### Floorplan with the power grid

Pins as bars on the die edge. Tap cells in grey.
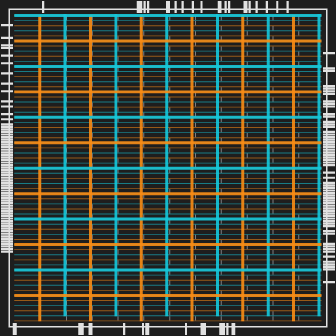
### Cells coloured by class

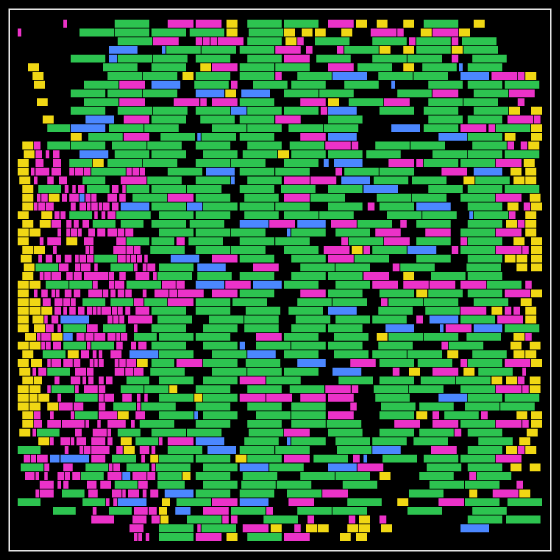
### Clock network drawn from the DEF

Bar = 50 um.
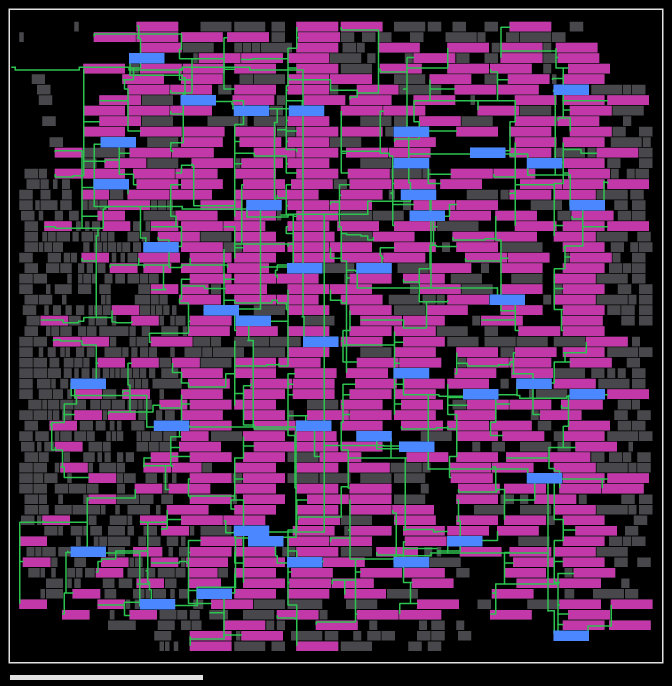
### Wiring by layer

Bar = 50 um.
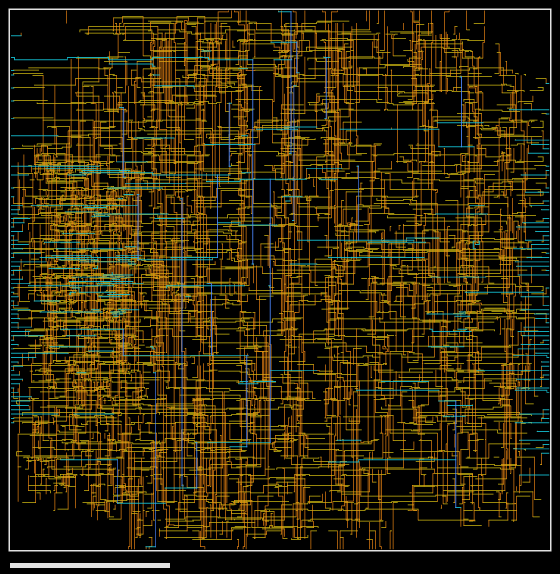
### Routing congestion map

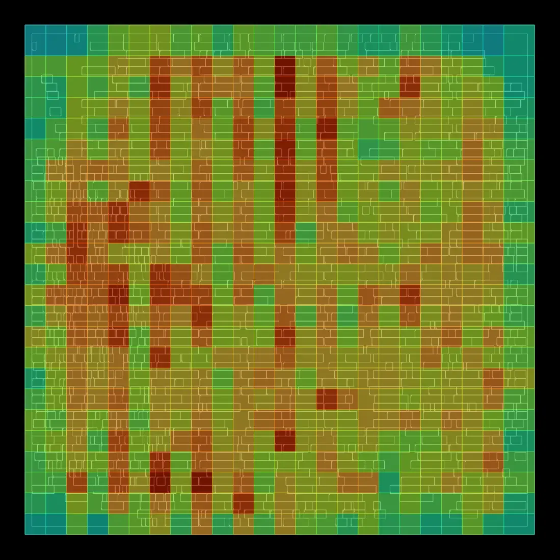
==> config.mk <==
export PLATFORM = sky130hd
export DESIGN_NAME = ifetch_prefetch_queue
export DESIGN_NICKNAME = d
export VERILOG_FILES = /design/src/rtl/ifetch_prefetch_queue.sv
export SDC_FILE = /design/constraint.sdc
export NUM_CORES = 1
export LEC_CHECK = 0
export CAP_MARGIN = 20
export CORE_MARGIN = 2
export CORE_UTILIZATION = 61
export DETAILED_ROUTE_END_ITERATION = 8
export GPL_ROUTABILITY_DRIVEN = 0
export PLACE_DENSITY = 0.85
export SETUP_SLACK_MARGIN = 0.2
export SYNTH_ARGS = -nofsm -noshare
export SYNTH_HDL_FRONTEND = slang
export SYNTH_SLANG_ARGS = --single-unit
==> constraint.sdc <==
create_clock -name i_clock -period 12.3 [get_ports i_clock]
set_input_delay 3.69 -clock i_clock [delete_from_list [all_inputs] [get_ports i_clock]]
set_output_delay 3.69 -clock i_clock [all_outputs]
set_load 0.01 [all_outputs]
==> impl_report.txt <==
==== FLOW RESULTS ====
----------------------------------------------------
[Synth]
  Ranking of synthesized cells by instance count ........................ sky130_fd_sc_hd__edfxtp_1 (368), sky130_fd_sc_hd__mux4_2 (92), sky130_fd_sc_hd__nor2b_1 (62), sky130_fd_sc_hd__dfxtp_1 (52), sky130_fd_sc_hd__nand2_1 (34)
  Cell area after synthesis ........................ 16600 um^2
  Post-synthesis cell count from yosys ........................ 900
  Async set-reset flop share out of synthesis ........................ 0%
  AND/OR/NAND/NOR Cells, Area Fraction ........................ 7.45%
  Register bit count reported by yosys ........................ 420
  Largest cells by area after synthesis ........................ sky130_fd_sc_hd__edfxtp_1 (67%), sky130_fd_sc_hd__mux4_2 (12%), sky130_fd_sc_hd__dfxtp_1 (6.3%)
  Dominant non-sequential cell family after synthesis ........................ multiplexers
  Mux cell area share ........................ 12.6%
  Average cell area after synthesis ........................ 18.4 um^2

[Power and ir drop]
  Leakage ........................ 6.23 nW

[Critical path]
  Crit path required time ........................ 8.61 ns
  R2R setup slack ........................ 8.40 ns
  Class of the most critical setup path ........................ in2out
  Largest driver fanout on the critical path ........................ 45
  Crit path arrival time ........................ 5.56 ns
  Kind of end point of the critical path ........................ output port
  R2R depth ........................ 13

[Clock tree]
  Post-CTS Hold Fix Bufs ........................ 0
  Clock tree root buffer cell ........................ sky130_fd_sc_hd__clkbuf_16
  Clock sinks ........................ 420
  Post_cts resized ........................ 0

[Timing]
  Setup WS post-layout ........................ 3.05 ns
  Max-slew violation total from the final report ........................ 0
  Final clock period utilization by the worst path ........................ 75.2%
  Highest attainable clock frequency ........................ 108 MHz
  Max-Slew Margin vs Limit ........................ 29.3%
  Minimum clock period after layout ........................ 9.25 ns
  Fin. Hold Viols ........................ 0

[Place]
  Half-perimeter wire length after detailed placement ........................ 18900 um
  Number of buffer cells added on primary ports ........................ 162

[Route]
  Average via count per standard cell ........................ 6.18
  DRC violation count after routing ........................ 0

[Run status]
  Result of the run ........................ finished clean

[Global route]
  Number of antenna violations at the first check in global routing ........................ 0

[Die]
  Area of the chip ........................ 28500 um^2
  Pre-Place Util ........................ 61.9%
  I/O pins ........................ 169

[Layout]
  Count of nets after finishing ........................ 1157
  Antenna diode count ........................ 0

----------------------------------------------------
Back to the opening pictures, 'Floorplan with the power grid':
net	colour
VSS	orange
VDD	cyan
met5 straps	12
signal pins	169
tap cells	341
met4 straps	12
met1 rails	61
Floorplan Core Area: 26800 um^2
peak ir drop on the vdd network: 0.112 mV
chip height: 169 um

Back to the opening pictures, 'Cells coloured by class':
class	colour	cells	share of their area
clock drivers and dummy loads	blue	68	6.8%
all other logic	magenta	434	22%
other buffers and delay cells	yellow	172	8.7%
flip-flops	green	420	62%
register fraction of the total cell area: 60.9%
Final Cell Area: 19900 um^2
share of the core filled with cells in the final layout: 74.1%
cell row count: 60

Back to the opening pictures, 'Clock network drawn from the DEF':
[clock wires] green | length: 4190 um
[cells driving clock nets] blue | count: 41
[flip-flops] magenta | count: 420
flops lie	widely spread
routed clock nets	42
Insertion Delay late pin: 0.52 ns
power share of the clock group: 39.7%
setup clock skew after layout: 0.0188 ns

Back to the opening pictures, 'Wiring by layer':
layer	colour	wire length
met3	cyan	2070 um
met1	yellow	13700 um
met4	blue	659 um
met2	orange	17000 um
Routed WL per cell: 23.3 um
WL final: 33500 um
overall track demand over capacity in global routing: 24.1%

Back to the opening pictures, 'Routing congestion map':
met3 track utilization from global routing: 3.72%
met2 Resource Use GR: 41.7%
most used routing layer: met2
met1 layer usage reported by global route: 32.4%

## stage by stage
stage | hold slack [ns] | utilization, % | instance area, um^2 | power (mW) | cells
4_1_cts | 0.521 | 74.1 | 19900 | 3.12 | 1435
6_report | 0.524 | 74.1 | 19900 | 3.10 | 1435
3_5_place_dp | 0.512 | 69.1 | 18500 | 1.90 | 1367
2_1_floorplan | 0.469 | - | 16600 | 1.79 | 903
3_3_place_gp | 0.482 | 69.1 | 18500 | 1.89 | 1367
5_1_grt | 0.559 | 74.1 | 19900 | 3.20 | 1435
## critical path, cell delays in order
cell and delay [ns]:
sky130_fd_sc_hd__clkdlybuf4s50_1 0.39, sky130_fd_sc_hd__buf_4 0.27, sky130_fd_sc_hd__or2_2 0.44, sky130_fd_sc_hd__nor2_1 0.19, sky130_fd_sc_hd__clkdlybuf4s50_1 0.56
## kinds of logic after synthesis
group | Yosys count
flops | 420
simple gates | 215
mux | 93
buf+inv | 69
compound gates | 64
xor+xnor | 20
fa+ha+maj | 18
other cells | 1
## layout by cell type, fill, tap and decap left out, types with 5 or more instances in the layout
cell type / count
sky130_fd_sc_hd__edfxtp_1: 368
sky130_fd_sc_hd__clkdlybuf4s50_1: 162
sky130_fd_sc_hd__mux4_2: 92
sky130_fd_sc_hd__nor2b_1: 62
sky130_fd_sc_hd__dfxtp_1: 48
sky130_fd_sc_hd__clkbuf_16: 43
sky130_fd_sc_hd__nand2_1: 34
sky130_fd_sc_hd__nor2_1: 30
sky130_fd_sc_hd__inv_1: 18
sky130_fd_sc_hd__ha_1: 16
sky130_fd_sc_hd__nand4_1: 14
sky130_fd_sc_hd__a31oi_1: 14
sky130_fd_sc_hd__a21oi_1: 13
sky130_fd_sc_hd__nand3_1: 12
sky130_fd_sc_hd__or3_1: 12
sky130_fd_sc_hd__xnor2_1: 12
sky130_fd_sc_hd__nor3_1: 11
sky130_fd_sc_hd__buf_4: 10
sky130_fd_sc_hd__o211ai_1: 9
sky130_fd_sc_hd__clkbuf_1: 8
sky130_fd_sc_hd__a32oi_1: 5
sky130_fd_sc_hd__xor2_1: 5
sky130_fd_sc_hd__a211oi_1: 5
## area by class of cell
class	instances	area (um^2)
well taps	341	427
inverters	20	75.1
flip-flops and latches	420	12100
multi-input cells	414	4230
clock inverters	14	179
clock buffers	54	1150
fillers	1541	6950
repair buffers	172	1700
## per-layer routing
layer	vias up	wire length, um
met4	0	659
met2	381	17000
li1	3898	-
met1	4551	13700
met3	44	2070
met5	-	0
## power by group
group          internal, mW  total, mW  switching [mW]
clock network         0.738       1.23           0.494
logic                 0.116      0.239           0.123
registers              1.60       1.63          0.0343
total                  2.45       3.10           0.651
Power figures rest on the tool's default switching activity, not on a simulated workload.
